<file path="config.mk">
export PLATFORM = sky130hd
export DESIGN_NAME = const_issue_stage_flat
export DESIGN_NICKNAME = d
export VERILOG_FILES = /design/src/rtl/const_issue_stage_pkg.sv /design/src/rtl/const_issue_stage_if.sv /design/src/rtl/const_issue_stage_const_position.sv /design/src/rtl/const_issue_stage.sv /design/src/flat_wrapper.sv
export SDC_FILE = /design/constraint.sdc
export NUM_CORES = 1
export LEC_CHECK = 0
export CAP_MARGIN = 25
export CORE_ASPECT_RATIO = 1.1
export CORE_UTILIZATION = 46
export DETAILED_ROUTE_END_ITERATION = 8
export MAX_ROUTING_LAYER = met4
export PLACE_DENSITY = 0.84
export SLEW_MARGIN = 30
export SYNTH_ARGS = -nofsm -noshare
export SYNTH_HDL_FRONTEND = slang
export SYNTH_SLANG_ARGS = --single-unit
</file>
<file path="constraint.sdc">
create_clock -name clk -period 3.4 [get_ports clk]
set_input_delay 0.34 -clock clk [delete_from_list [all_inputs] [get_ports clk]]
set_output_delay 0.34 -clock clk [all_outputs]
set_load 0.02 [all_outputs]
</file>
<file path="src/rtl/const_issue_stage_pkg.sv">
// Shared definitions for the constant-class issue stage.
// Holds the format codes, the instruction field bit positions and the stage FSM states.
package const_issue_stage_pkg;

    // Constant-class formats. The other two codes are not constant-class instructions.
    localparam logic [1:0] FMT_LIT  = 2'b01;  // load literal, imm11 sign-extended
    localparam logic [1:0] FMT_BYTE = 2'b11;  // lcl/lch, k8 into one byte lane

    // Instruction field positions
    localparam int unsigned FMT_HI = 15;
    localparam int unsigned FMT_LO = 14;
    localparam int unsigned RD_HI  = 13;
    localparam int unsigned RD_LO  = 11;
    localparam int unsigned IMM_HI = 10;  // imm11 occupies [10:0]
    localparam int unsigned R_BIT  = 10;  // byte select in byte format
    localparam int unsigned K8_HI  = 7;
    localparam int unsigned K8_LO  = 0;

    typedef enum logic [1:0] {
        IDLE,
        RD_REQ,
        ISSUE
    } state_t;

endpackage

</file>
<file path="src/rtl/const_issue_stage_if.sv">
// Bundle of handshake and bus signals around the constant issue stage.
//   instr/instr_valid/instr_ready : instruction input handshake
//   rf_rd_*                       : register-bank read port (req held until ack)
//   dado/constante/formato/R/dest : operand bundle for the constant ALU
//   op_valid/op_ready             : bundle handshake
//   illegal/rd_timeout            : one-cycle event pulses
// Modport master is the stage itself; slave is its surroundings.
interface const_issue_stage_if #(
    parameter int unsigned bits_palavra = 16,
    parameter int unsigned REG_ADDR_W   = 3
);
    logic [bits_palavra-1:0] instr;
    logic                    instr_valid;
    logic                    instr_ready;

    logic [REG_ADDR_W-1:0]   rf_rd_addr;
    logic                    rf_rd_req;
    logic                    rf_rd_ack;
    logic [bits_palavra-1:0] rf_rd_data;

    logic [bits_palavra-1:0] dado;
    logic [bits_palavra-1:0] constante;
    logic [1:0]              formato;
    logic                    R;
    logic [REG_ADDR_W-1:0]   dest;
    logic                    op_valid;
    logic                    op_ready;

    logic                    illegal;
    logic                    rd_timeout;

    modport master (
        input  instr, instr_valid, rf_rd_ack, rf_rd_data, op_ready,
        output instr_ready, rf_rd_addr, rf_rd_req, dado, constante, formato, R, dest,
               op_valid, illegal, rd_timeout
    );

    modport slave (
        output instr, instr_valid, rf_rd_ack, rf_rd_data, op_ready,
        input  instr_ready, rf_rd_addr, rf_rd_req, dado, constante, formato, R, dest,
               op_valid, illegal, rd_timeout
    );

endinterface

</file>
<file path="src/rtl/const_issue_stage_const_position.sv">
// const_position: combinational constant lane positioning.
//   formato   : instruction format
//   R         : byte select (0 = low lane, 1 = high lane), byte format only
//   instr     : full instruction word
//   constante : constant already placed where the ALU expects it
module const_position
    import const_issue_stage_pkg::*;
#(
    parameter int unsigned bits_palavra = 16
) (
    input  logic [1:0]              formato,
    input  logic                    R,
    input  logic [bits_palavra-1:0] instr,
    output logic [bits_palavra-1:0] constante
);
    logic [7:0] k8;
    logic       unused_fields;

    assign k8            = instr[K8_HI:K8_LO];
    // Format and rd bits are decoded by the parent, not here.
    assign unused_fields = ^instr[FMT_HI:RD_LO];

    always_comb begin
        constante = '0;
        unique case (formato)
            FMT_LIT:  constante = {{(bits_palavra - IMM_HI - 1){instr[IMM_HI]}}, instr[IMM_HI:0]};
            FMT_BYTE: constante = R ? bits_palavra'({k8, 8'h00}) : bits_palavra'(k8);
            default:  constante = '0;
        endcase
    end

endmodule

</file>
<file path="src/rtl/const_issue_stage.sv">
// const_issue_stage: front-end stage feeding the constant ALU.
// Accepts a constant-class instruction, positions its constant, fetches the current
// destination value for byte loads, and holds the operand bundle until op_ready.
//   clk, rst : clock and synchronous active-high reset
//   bus      : handshake/bus bundle (see const_issue_stage_if)
module const_issue_stage
    import const_issue_stage_pkg::*;
#(
    parameter int unsigned bits_palavra = 16,
    parameter int unsigned REG_ADDR_W   = 3,
    parameter int unsigned RD_TIMEOUT   = 15
) (
    input logic                 clk,
    input logic                 rst,
    const_issue_stage_if.master bus
);
    localparam int unsigned      CNT_W     = $clog2(RD_TIMEOUT + 1);
    localparam logic [CNT_W-1:0] CNT_LIMIT = CNT_W'(RD_TIMEOUT);

    state_t                  state_q, state_d;
    logic [CNT_W-1:0]        cnt_q, cnt_d;
    logic [REG_ADDR_W-1:0]   addr_q, addr_d;
    logic [bits_palavra-1:0] dado_q, dado_d;
    logic [bits_palavra-1:0] const_q, const_d;
    logic [1:0]              fmt_q, fmt_d;
    logic                    r_q, r_d;
    logic [REG_ADDR_W-1:0]   dest_q, dest_d;
    logic                    illegal_q, illegal_d;
    logic                    timeout_q, timeout_d;

    logic [1:0]              fmt_in;
    logic [REG_ADDR_W-1:0]   rd_in;
    logic                    r_in;
    logic [bits_palavra-1:0] const_in;

    assign fmt_in = bus.instr[FMT_HI:FMT_LO];
    assign rd_in  = REG_ADDR_W'(bus.instr[RD_HI:RD_LO]);
    // R only means something for byte loads; literals carry R=0.
    assign r_in   = (fmt_in == FMT_BYTE) ? bus.instr[R_BIT] : 1'b0;

    const_position #(
        .bits_palavra(bits_palavra)
    ) u_const_position (
        .formato  (fmt_in),
        .R        (r_in),
        .instr    (bus.instr),
        .constante(const_in)
    );

    always_comb begin
        state_d   = state_q;
        cnt_d     = cnt_q;
        addr_d    = addr_q;
        dado_d    = dado_q;
        const_d   = const_q;
        fmt_d     = fmt_q;
        r_d       = r_q;
        dest_d    = dest_q;
        illegal_d = 1'b0;
        timeout_d = 1'b0;

        unique case (state_q)
            IDLE: begin
                cnt_d = '0;
                if (bus.instr_valid) begin
                    unique case (fmt_in)
                        FMT_LIT: begin
                            dado_d  = '0;
                            const_d = const_in;
                            fmt_d   = fmt_in;
                            r_d     = r_in;
                            dest_d  = rd_in;
                            state_d = ISSUE;
                        end
                        FMT_BYTE: begin
                            const_d = const_in;
                            fmt_d   = fmt_in;
                            r_d     = r_in;
                            dest_d  = rd_in;
                            addr_d  = rd_in;
                            state_d = RD_REQ;
                        end
                        default: illegal_d = 1'b1;
                    endcase
                end
            end
            RD_REQ: begin
                cnt_d = cnt_q + 1'b1;
                // Ack is checked first so an ack in the final allowed cycle still issues.
                if (bus.rf_rd_ack) begin
                    dado_d  = bus.rf_rd_data;
                    state_d = ISSUE;
                end else if (cnt_d == CNT_LIMIT) begin
                    timeout_d = 1'b1;
                    state_d   = IDLE;
                end
            end
            ISSUE: begin
                if (bus.op_ready) begin
                    state_d = IDLE;
                end
            end
            default: state_d = IDLE;
        endcase
    end

    always_ff @(posedge clk) begin
        if (rst) begin
            state_q   <= IDLE;
            cnt_q     <= '0;
            addr_q    <= '0;
            dado_q    <= '0;
            const_q   <= '0;
            fmt_q     <= '0;
            r_q       <= 1'b0;
            dest_q    <= '0;
            illegal_q <= 1'b0;
            timeout_q <= 1'b0;
        end else begin
            state_q   <= state_d;
            cnt_q     <= cnt_d;
            addr_q    <= addr_d;
            dado_q    <= dado_d;
            const_q   <= const_d;
            fmt_q     <= fmt_d;
            r_q       <= r_d;
            dest_q    <= dest_d;
            illegal_q <= illegal_d;
            timeout_q <= timeout_d;
        end
    end

    assign bus.instr_ready = (state_q == IDLE);
    assign bus.rf_rd_req   = (state_q == RD_REQ);
    assign bus.op_valid    = (state_q == ISSUE);
    assign bus.rf_rd_addr  = addr_q;
    assign bus.dado        = dado_q;
    assign bus.constante   = const_q;
    assign bus.formato     = fmt_q;
    assign bus.R           = r_q;
    assign bus.dest        = dest_q;
    assign bus.illegal     = illegal_q;
    assign bus.rd_timeout  = timeout_q;

endmodule

</file>
<file path="src/flat_wrapper.sv">
// flat-port wrapper written by rule: the top's interface ports become plain ports
module const_issue_stage_flat import const_issue_stage_pkg::*;
#(
    parameter int unsigned bits_palavra = 16,
    parameter int unsigned REG_ADDR_W   = 3,
    parameter int unsigned RD_TIMEOUT   = 15
)
  (clk, rst, bus_instr, bus_instr_valid, bus_rf_rd_ack, bus_rf_rd_data, bus_op_ready, bus_instr_ready, bus_rf_rd_addr, bus_rf_rd_req, bus_dado, bus_constante, bus_formato, bus_R, bus_dest, bus_op_valid, bus_illegal, bus_rd_timeout);
  const_issue_stage_if #(.bits_palavra(bits_palavra), .REG_ADDR_W(REG_ADDR_W)) bus_i ();
  input logic clk;
  input logic rst;
  input wire logic [$bits(bus_i.instr)-1:0] bus_instr;
  input wire logic [$bits(bus_i.instr_valid)-1:0] bus_instr_valid;
  input wire logic [$bits(bus_i.rf_rd_ack)-1:0] bus_rf_rd_ack;
  input wire logic [$bits(bus_i.rf_rd_data)-1:0] bus_rf_rd_data;
  input wire logic [$bits(bus_i.op_ready)-1:0] bus_op_ready;
  output wire logic [$bits(bus_i.instr_ready)-1:0] bus_instr_ready;
  output wire logic [$bits(bus_i.rf_rd_addr)-1:0] bus_rf_rd_addr;
  output wire logic [$bits(bus_i.rf_rd_req)-1:0] bus_rf_rd_req;
  output wire logic [$bits(bus_i.dado)-1:0] bus_dado;
  output wire logic [$bits(bus_i.constante)-1:0] bus_constante;
  output wire logic [$bits(bus_i.formato)-1:0] bus_formato;
  output wire logic [$bits(bus_i.R)-1:0] bus_R;
  output wire logic [$bits(bus_i.dest)-1:0] bus_dest;
  output wire logic [$bits(bus_i.op_valid)-1:0] bus_op_valid;
  output wire logic [$bits(bus_i.illegal)-1:0] bus_illegal;
  output wire logic [$bits(bus_i.rd_timeout)-1:0] bus_rd_timeout;
  assign bus_i.instr = bus_instr;
  assign bus_i.instr_valid = bus_instr_valid;
  assign bus_i.rf_rd_ack = bus_rf_rd_ack;
  assign bus_i.rf_rd_data = bus_rf_rd_data;
  assign bus_i.op_ready = bus_op_ready;
  assign bus_instr_ready = bus_i.instr_ready;
  assign bus_rf_rd_addr = bus_i.rf_rd_addr;
  assign bus_rf_rd_req = bus_i.rf_rd_req;
  assign bus_dado = bus_i.dado;
  assign bus_constante = bus_i.constante;
  assign bus_formato = bus_i.formato;
  assign bus_R = bus_i.R;
  assign bus_dest = bus_i.dest;
  assign bus_op_valid = bus_i.op_valid;
  assign bus_illegal = bus_i.illegal;
  assign bus_rd_timeout = bus_i.rd_timeout;
  const_issue_stage #(.bits_palavra(bits_palavra), .REG_ADDR_W(REG_ADDR_W), .RD_TIMEOUT(RD_TIMEOUT)) u_core (.clk(clk), .rst(rst), .bus(bus_i));
endmodule
</file>
run_1/io_placement.png
Pins as bars across the die edge, other pins in grey.
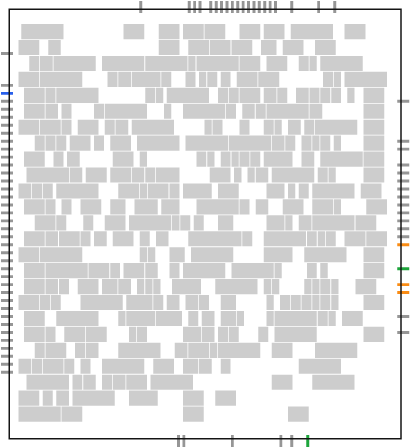
port	colour	pins	direction	edge
bus_instr_valid	blue	1	input	left
bus_rf_rd_addr	orange	3	output	right
bus_formato	green	2	output	1 bottom, 1 right

run_1/congestion.png
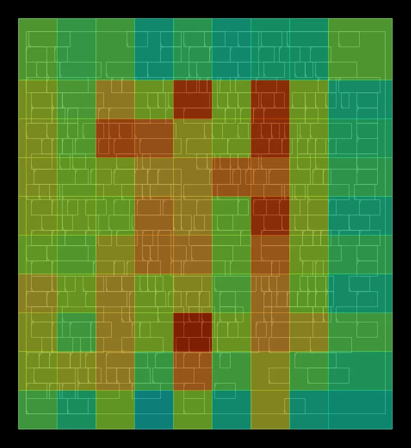
total track usage: 21.7%
most used routing layer: met2
drt wl/cell: 12.5 um
grt met2 use: 35.4%

==> results.json, run 1 <==
{
  "grt_max_degree": 49,
  "common_cells": "dfxtp_1 (49), nand3_1 (36), nand2_1 (30), a21oi_1 (29), nand2b_1 (27)",
  "antenna_found_initial": 0,
  "startpoint": "u_core.state_q[1]",
  "finalSetupViolCount": 0,
  "relSlewSlack_pct": 58.2,
  "worstPathMaxFanout": 13,
  "yosys_cells": 249,
  "synthXorXnorAreaFrac_pct": 0,
  "vias_per_cell": 5.20,
  "cts_tree": "built",
  "worstSkewPairLatency_ps": 300,
  "finalPower_mw": 1.13,
  "grt_pass1_wl_um": 7790,
  "lay_top_count": "clkdlybuf4s50_1",
  "root_buffer": "clkbuf_8",
  "num_rows": 25,
  "min_from": "u_core.bus.constante[14]",
  "critical_path.slowest_cell": "dfxtp_1",
  "synthMuxAreaShare_pct": 0,
  "clock.fmax_ghz": 0.459,
  "die_w_um": 66.6,
  "drive_above_1_share_pct": 4.95,
  "synth_nets": 288,
  "final_cell_count_no_fill": 377,
  "max_slew.worst_pin.slew_ps": 626,
  "design.core.area_um2": 4350,
  "cpPeakStageDelay_ps": 660,
  "top_logic_kind": "simple AND/OR/NAND/NOR gates",
  "ys_area_um2": 2110,
  "p_leak_nw": 1.03,
  "num-fill-cells": 368,
  "totalWireLength_um": 4730,
  "cts_buffer_depth": 2,
  "worstSetupPathType": "reg -> out",
  "die_y_um": 73.0,
  "place_congestion": 0.818,
  "warnings": 27,
  "rsz0062_at_grt": "no",
  "io_pins": 83,
  "io_buffers": 82,
  "hold_end": "u_core.bus.constante[14]",
  "r2r_start": "u_core.state_q[0]",
  "synth_async_sr_flop_share_pct": 0,
  "synth_warnings": 0,
  "top_cell_area_share_pct": 46.5,
  "synthAdderAreaFrac_pct": 1.19,
  "max-vdd-ir-drop_mv": 0.225,
  "area_growth_pct": 41.1,
  "r2r_cells": 3,
  "synthCells": 249,
  "nNetsFinal": 362,
  "ant_nets": 0,
  "synth-seq-cells": 49,
  "num_vias": 1959,
  "synthTopCellsByArea": "dfxtp_1 (46%), nand3_1 (8.5%), nand2b_1 (8.0%)",
  "simple_gate_area_share_pct": 30.3,
  "synth_cell_types": 34,
  "cts_buffers": 5,
  "antenna_cells": 0,
  "top_area_cell": "dfxtp_1",
  "finalSetupTns_ps": 0,
  "slew_viol_final": 0,
  "ctsResizeCount": 0,
  "cts_max_level": 2,
  "whs_path_depth": 2,
  "path_clk_slew_ps": 80,
  "period_needed_ps": 2180,
  "crit_arrival_ps": 1840,
  "reg2reg_slack_ps": 1720,
  "critPathCaptureType": "primary output",
  "drv_cap": 0,
  "grt_pass1_vias": 1850,
  "flop_cell": "dfxtp_1",
  "yosysMostFrequentCell": "dfxtp_1",
  "hold_violations": 0,
  "powerDensity_nw_per_um2": 379,
  "worst_hold_path_type": "reg -> reg",
  "lay_top_cells": "clkdlybuf4s50_1 (82), dfxtp_1 (49), nand3_1 (36)",
  "finalClockPeriodUsage_pct": 64.1,
  "fp_util_pct": 48.5,
  "firstDrtPassIters": 4,
  "drt-initial-drc-count": 129,
  "seq_area_frac_synth_pct": 46.5,
  "dpl.cell_count": 370,
  "fin_skew_ps": 3.36,
  "outcome": "completed",
  "clkSinkCount": 49,
  "chip_area_um2": 4860,
  "netlist_area_um2": 2110,
  "postCtsHoldBufs": 0,
  "avgSynthCellArea_um2": 8.48,
  "hpwl_um": 3360,
  "drc": 0,
  "synth.cellmix.compoundShare_pct": 15.2,
  "crit_chain": "nor2b_1 > clkdlybuf4s50_1",
  "post-cts-setup-buffer-count": 0,
  "grt.overflow.total": 0,
  "synth-edff-count": 0,
  "reg2reg_to": "u_core.bus.rd_timeout",
  "startpoint_type": "flop",
  "cp_data_required_time_ps": 3060
}
run_1/clk_routes.png
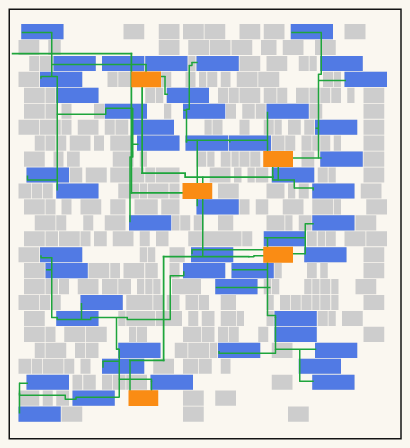
[clock wires] green | length: 553 um
[flip-flops] blue | count: 49
[clock drivers] orange | count: 5
flops lie	widely spread
routed clock nets	6

run 1: worst max path at each step:
stage                                          end  slack (ps)
final                                 bus_op_valid        1220
after global routing                  bus_op_valid        1140
after CTS                             bus_op_valid        1200
after detailed placement  u_core.bus.rf_rd_addr[1]        1340
after global placement    u_core.bus.rf_rd_addr[1]        1400
after floorplan                  u_core.state_q[0]        1990
run 1: per-layer routing:
layer | vias up | global-route usage [%] | part of all wire [%]
met5 | - | - | 0
met4 | 0 | 9.46 | 1.2
met3 | 6 | 5.94 | 6.5
met2 | 63 | 35.4 | 47
met1 | 894 | 24.6 | 45
li1 | 996 | - | -
run 1: cell type report:
cell class                      instances  area (um^2)  area share, %
Multi-Input combinational cell        179          986           33.1
Sequential cell                        49          981           32.9
Timing Repair Buffer                   86          851           28.6
Clock buffer                            7         86.3           2.90
Tap cell                               54         67.6           2.27
Inverter                                2         7.51          0.252
run 1: metrics by stage:
step / worst slack (ps) / area, um^2 / hold WS [ps] / utilization (%)
4_1_cts: 1200 / 2980 / 458 / 68.5
3_3_place_gp: 1400 / 2890 / 439 / 66.5
5_1_grt: 1140 / 2980 / 474 / 68.5
3_5_place_dp: 1340 / 2890 / 447 / 66.5
2_1_floorplan: 1990 / 2110 / 416 / -
6_report: 1220 / 2980 / 454 / 68.5
run 1: kinds of logic (layout without fill, tap and decap cells):
logic type / count (synthesis) / after routing
AOI/OAI and AO/OA: 58 / 58
adders and majority gates: 2 / 2
buffers and inverters: 21 / 95
DFF: 49 / 49
and+or+nand+nor: 119 / 119
run 1: report_power, final:
group	switching, mW	internal, mW
registers	0.0144	0.591
logic	0.0876	0.0952
clock network	0.179	0.162
run 1: worst max-delay path: cells and delay by family (launching register included):
family                 cells  cell delay (ps)
flip-flops                 1              660
AND/OR/NAND/NOR            1              230
buffers and inverters      1              640
run_1/placement_by_type.png
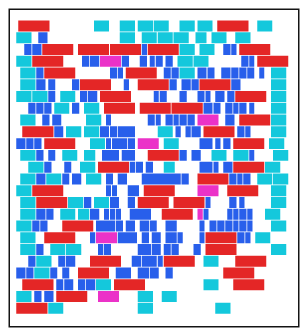

## Run 2: what changed since run 1
--- a/config.mk
+++ b/config.mk
@@ -7,10 +7,10 @@
 export LEC_CHECK = 0
 export CAP_MARGIN = 25
 export CORE_ASPECT_RATIO = 1.1
-export CORE_UTILIZATION = 46
+export CORE_UTILIZATION = 43
 export DETAILED_ROUTE_END_ITERATION = 8
 export MAX_ROUTING_LAYER = met4
-export PLACE_DENSITY = 0.84
+export PLACE_DENSITY = 0.79
 export SLEW_MARGIN = 30
 export SYNTH_ARGS = -nofsm -noshare
 export SYNTH_HDL_FRONTEND = slang
==> constraint.sdc (replaced) <==
create_clock -name clk -period 2.09 [get_ports clk]
set_input_delay 0.209 -clock clk [delete_from_list [all_inputs] [get_ports clk]]
set_output_delay 0.209 -clock clk [all_outputs]
set_load 0.02 [all_outputs]
run_2/placement_by_type.png
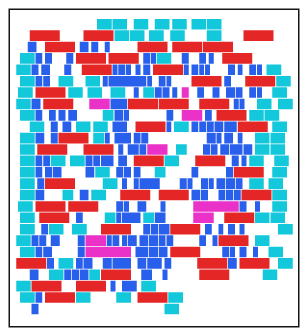
class	colour	cells	share of their area
clock drivers and dummy loads	magenta	8	4.5%
sequential cells	red	49	33%
remaining buffers and delay cells	cyan	91	30%
combinational and other logic	blue	181	33%

==> results.json, run 2 <==
{
  "clock.fmax_ghz": 0.546,
  "met3_length_um": 488,
  "cp_data_required_time_ps": 1880,
  "ant_nets": 0,
  "hold_slack_ps": 454,
  "synth-edff-count": 0,
  "synth_nets": 288,
  "num_rows": 26,
  "worstSetupPathType": "reg -> out",
  "cpPeakStageDelay_ps": 630,
  "num_vias": 2008,
  "yosys_cells": 249,
  "drc": 0,
  "cts_max_level": 2,
  "antenna_found_initial": 0,
  "startpoint": "u_core.state_q[1]",
  "ctsResizeCount": 0,
  "top_layer": "met4",
  "die_y_um": 75.5,
  "io_pins": 83,
  "totalWireLength_um": 4940,
  "hold_violations": 0,
  "startpoint_type": "flop",
  "wl_met2_um": 2240,
  "drive_above_1_share_pct": 6.99,
  "worstSkewPairLatency_ps": 300,
  "p_leak_nw": 1.08,
  "warnings": 27,
  "critical_path.slowest_cell": "clkdlybuf4s50_1",
  "r2r_cells": 5,
  "hpwl_um": 3540,
  "synth_async_sr_flop_share_pct": 0,
  "grt.overflow.total": 0,
  "max-vdd-ir-drop_mv": 0.432,
  "outcome": "completed",
  "finalPower_mw": 2.08,
  "worstPathMaxFanout": 9,
  "grt_usage_pct": 20.9,
  "cts_tree": "built",
  "combPwrFrac_pct": 15.2,
  "path_clk_slew_ps": 80,
  "max_slew.worst_pin.slew_ps": 412,
  "finalSetupViolCount": 0,
  "chip_area_um2": 5190,
  "synth_warnings": 0,
  "largestPowerGroup": "sequential cells",
  "power_switching_share_pct": 23.1,
  "flop_cell": "dfxtp_1",
  "design.core.area_um2": 4680,
  "wl_per_cell_um": 12.8,
  "reg2reg_slack_ps": 550,
  "powerDensity_nw_per_um2": 677,
  "relSlewSlack_pct": 72.5,
  "critPathCaptureType": "primary output",
  "lay_top_count": "clkdlybuf4s50_1",
  "synthTopCellsByArea": "dfxtp_1 (46%), nand3_1 (8.5%), nand2b_1 (8.0%)",
  "p_comb_mw": 0.315,
  "seq_area_frac_synth_pct": 46.5,
  "area_growth_pct": 45.3,
  "top_area_cell": "dfxtp_1",
  "vias_per_cell": 5.22,
  "synth_cell_types": 34,
  "crit_family": "buffers and inverters",
  "grt_max_degree": 33,
  "netlist_area_um2": 2110,
  "avgSynthCellArea_um2": 8.48,
  "die_w_um": 68.8,
  "top_cell_area_share_pct": 46.5,
  "path_buffers": 2,
  "ys_area_um2": 2110,
  "finalSetupTns_ps": 0,
  "drv_cap": 0,
  "cts_buffer_depth": 2,
  "fin_skew_ps": 7.81,
  "fp_util_pct": 45.1,
  "firstDrtPassIters": 4,
  "p_seq_share_pct": 47.0,
  "r2r_start": "u_core.state_q[1]",
  "drt-initial-drc-count": 150,
  "min_from": "u_core.bus.constante[7]",
  "place_congestion": 0.844,
  "rsz0062_at_grt": "no",
  "p_clk_share_pct": 37.8,
  "postCtsHoldBufs": 0,
  "intPower_mw": 1.60,
  "worst_hold_path_type": "reg -> reg",
  "clkSinkCount": 49,
  "period_needed_ps": 1830,
  "crit_chain": "buf_4 > nor2_4 > clkdlybuf4s50_1",
  "post-cts-setup-buffer-count": 0
}
==> run 2: cell counts after synthesis <==
No cell type changed its count.
==> run 2: per-stage QoR <==
stage                     cell area [um^2]  setup WS (ps)  std cells  utilization, %
after floorplan                       2110            677        249               -
after global placement                2930            426        377            62.6
after detailed placement              2930            375        377            62.6
after CTS                             3070            245        385            65.5
after global routing                  3070            177        385            65.5
final                                 3070            259        385            65.5
==> run 2: per-layer routing <==
layer	global-route usage, %	up-vias
li1	-	1013
met1	25.4	901
met2	32.6	90
met3	7.49	4
met4	6.12	0
met5	-	-
==> run 2: kinds of logic (layout without fill, tap and decap cells) <==
group                      count (synthesis)  count (layout)  synth area share, %
DFF                                       49              49                 46.5
buffers and inverters                     21             101                 6.82
AOI/OAI and AO/OA                         58              58                 15.2
adders and majority gates                  2               2                 1.19
and+or+nand+nor                          119             119                 30.3
==> run 2: worst max path at each step <==
| stage | to | slack (ps) | depth (start not counted) |
|---|---|---|---|
| finish | bus_instr_ready | 260 | 3 |
| global placement | u_core.bus.constante[9] | 430 | 5 |
| floorplan | u_core.state_q[0] | 680 | 6 |
| detailed placement | u_core.bus.dado[7] | 370 | 7 |
| global route | bus_instr_ready | 180 | 3 |
| CTS | bus_instr_ready | 250 | 3 |
==> run 2: worst min-delay path: stages, from the launching register on <==
cell and delay (ps):
dfxtp_1 320, nand2_1 50, a21oi_1 50
==> run 2: area by class of cell <==
cell class	instances	area, um^2
Timing Repair Buffer	91	888
Tap cell	56	70.1
Clock buffer	5	68.8
Sequential cell	49	981
Clock inverter	3	65.1
Multi-Input combinational cell	179	986
Inverter	2	7.51
Fill cell	420	1620
## Run 3: what changed since run 2
--- a/config.mk
+++ b/config.mk
@@ -9,6 +9,7 @@
 export CORE_ASPECT_RATIO = 1.1
 export CORE_UTILIZATION = 43
 export DETAILED_ROUTE_END_ITERATION = 8
+export HOLD_SLACK_MARGIN = 0.08
 export MAX_ROUTING_LAYER = met4
 export PLACE_DENSITY = 0.79
 export SLEW_MARGIN = 30
run_3/clk_routes.png
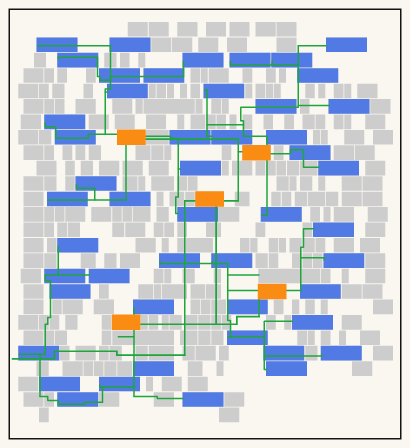
[flip-flops] blue | count: 49
[clock wires] green | length: 566 um
[clock drivers] orange | count: 5
flops lie	widely spread
routed clock nets	6

==> results.json, run 3 <==
{
  "outcome": "completed",
  "nNetsFinal": 367,
  "crit_arrival_ps": 1620,
  "synth_nets": 288,
  "startpoint_type": "flop",
  "period_needed_ps": 1830,
  "area_growth_pct": 45.3,
  "fp_util_pct": 45.1,
  "met1_length_um": 2160,
  "root_buffer": "clkbuf_8",
  "synthCells": 249,
  "postCtsHoldBufs": 0,
  "grt_pass1_vias": 1780,
  "final_core_util_pct": 65.5,
  "top_usage_layer": "met2",
  "synth_async_sr_flop_share_pct": 0,
  "antenna_cells": 0,
  "synth-edff-count": 0,
  "fin_skew_ps": 7.81,
  "lay_top_cells": "clkdlybuf4s50_1 (82), dfxtp_1 (49), nand3_1 (36)",
  "p_leak_nw": 1.08,
  "clock.fmax_ghz": 0.546,
  "drt-initial-drc-count": 150,
  "design.core.area_um2": 4680,
  "netlist_area_um2": 2110,
  "post-cts-setup-buffer-count": 0,
  "path_clk_slew_ps": 80,
  "drv_cap": 0,
  "finalClockPeriodUsage_pct": 87.6,
  "lay_top_count": "clkdlybuf4s50_1",
  "critPathCaptureType": "primary output",
  "num_rows": 26,
  "finalSetupViolCount": 0,
  "met2_usage_pct": 32.6,
  "chip_area_um2": 5190,
  "grt.overflow.total": 0,
  "top_area_cell": "dfxtp_1",
  "finalPower_mw": 2.08,
  "grt_pass1_wl_um": 7820,
  "max-vdd-ir-drop_mv": 0.432,
  "clkSinkCount": 49,
  "fin_area_um2": 3070,
  "drive_above_1_share_pct": 6.99,
  "cts_max_level": 2,
  "cts_buffer_depth": 2,
  "synthTopCellsByArea": "dfxtp_1 (46%), nand3_1 (8.5%), nand2b_1 (8.0%)",
  "io_buffers": 82,
  "wl_met2_um": 2240,
  "relSlewSlack_pct": 72.5,
  "cp_data_required_time_ps": 1880,
  "critical_path.slowest_cell": "clkdlybuf4s50_1",
  "worstSetupPathType": "reg -> out",
  "use_met1_pct": 25.4,
  "post_dp_cell_area_um2": 2930,
  "top_layer": "met4",
  "die_y_um": 75.5,
  "powerDensity_nw_per_um2": 677,
  "vias_per_cell": 5.22,
  "max_slew.worst_pin.slew_ps": 412,
  "rsz0062_at_grt": "no",
  "ys_area_um2": 2110,
  "grt_use_met3_pct": 7.49,
  "synth-seq-cells": 49,
  "ant_nets": 0,
  "cts_buffers": 5,
  "hpwl_um": 3540,
  "grt_max_degree": 33,
  "place_congestion": 0.844,
  "drc": 0,
  "die_w_um": 68.8,
  "yosysMostFrequentCell": "dfxtp_1",
  "wl_per_cell_um": 12.8,
  "ctsResizeCount": 0,
  "worstSkewPairLatency_ps": 300,
  "finalSetupTns_ps": 0,
  "met3_length_um": 488,
  "worst_hold_path_type": "reg -> reg",
  "top_cell_area_share_pct": 46.5,
  "seq_area_frac_synth_pct": 46.5,
  "synth_cell_types": 34,
  "dpl.cell_count": 377,
  "final_cell_count_no_fill": 385,
  "io_pins": 83,
  "yosys_cells": 249,
  "synth_warnings": 0,
  "cts_tree": "built",
  "avgSynthCellArea_um2": 8.48,
  "common_cells": "dfxtp_1 (49), nand3_1 (36), nand2_1 (30), a21oi_1 (29), nand2b_1 (27)",
  "crit_chain": "buf_4 > nor2_4 > clkdlybuf4s50_1",
  "grt_usage_pct": 20.9,
  "warnings": 27,
  "antenna_found_initial": 0,
  "slew_viol_final": 0,
  "totalWireLength_um": 4940,
  "firstDrtPassIters": 4,
  "worstPathMaxFanout": 9,
  "flop_cell": "dfxtp_1",
  "num_vias": 2008,
  "path_buffers": 2,
  "hold_violations": 0,
  "cpPeakStageDelay_ps": 630,
  "crit_family": "buffers and inverters"
}
==> run 3: cell counts after synthesis <==
Identical to the previous run, type by type.
==> run 3: stage by stage <==
stage	setup WS, ps	hold slack, ps
2_1_floorplan	677	285
3_3_place_gp	426	439
3_5_place_dp	375	446
4_1_cts	245	456
5_1_grt	177	460
6_report	259	454
==> run 3: layout make-up <==
class / instances / area (um^2)
multi-input combinational: 179 / 986
inverter: 2 / 7.51
fill: 420 / 1620
tap: 56 / 70.1
clock inverter: 3 / 65.1
timing repair buffer: 91 / 888
sequential: 49 / 981
clock buffer: 5 / 68.8
==> run 3: worst paths after layout <==
path                                         startpoint  slack (ps)  cells past startpoint                 endpoint
worst max register to register        u_core.state_q[1]         550                      5  u_core.bus.constante[8]
worst max-delay path                  u_core.state_q[1]         260                      3          bus_instr_ready
worst min register to register  u_core.bus.constante[7]         450                      2  u_core.bus.constante[7]
worst min-delay path            u_core.bus.constante[7]         450                      2  u_core.bus.constante[7]
==> run 3: power by group <==
| part | internal (mW) | total (mW) | leakage (nW) | switching [mW] |
|---|---|---|---|---|
| combinational | 0.161 | 0.315 | 0.610 | 0.154 |
| sequential | 0.961 | 0.977 | 0.397 | 0.0156 |
| clock | 0.475 | 0.786 | 0.0681 | 0.310 |
==> run 3: worst min-delay path: cells and delay by family, from the launching register on <==
kind,cells,cell delay (ps)
and+or+nand+nor,1,50
AOI/OAI and AO/OA,1,50
DFF,1,320
==> run 3: cell families (layout without fill, tap and decap cells) <==
family,after synthesis,in the layout,synth area share (%)
AND-OR/OR-AND,58,58,15.2
adder cells (fa/ha/maj),2,2,1.19
buffers and inverters,21,101,6.82
flip-flops,49,49,46.5
AND/OR/NAND/NOR,119,119,30.3
No activity file was given, so power comes from the tool's default toggle rates.
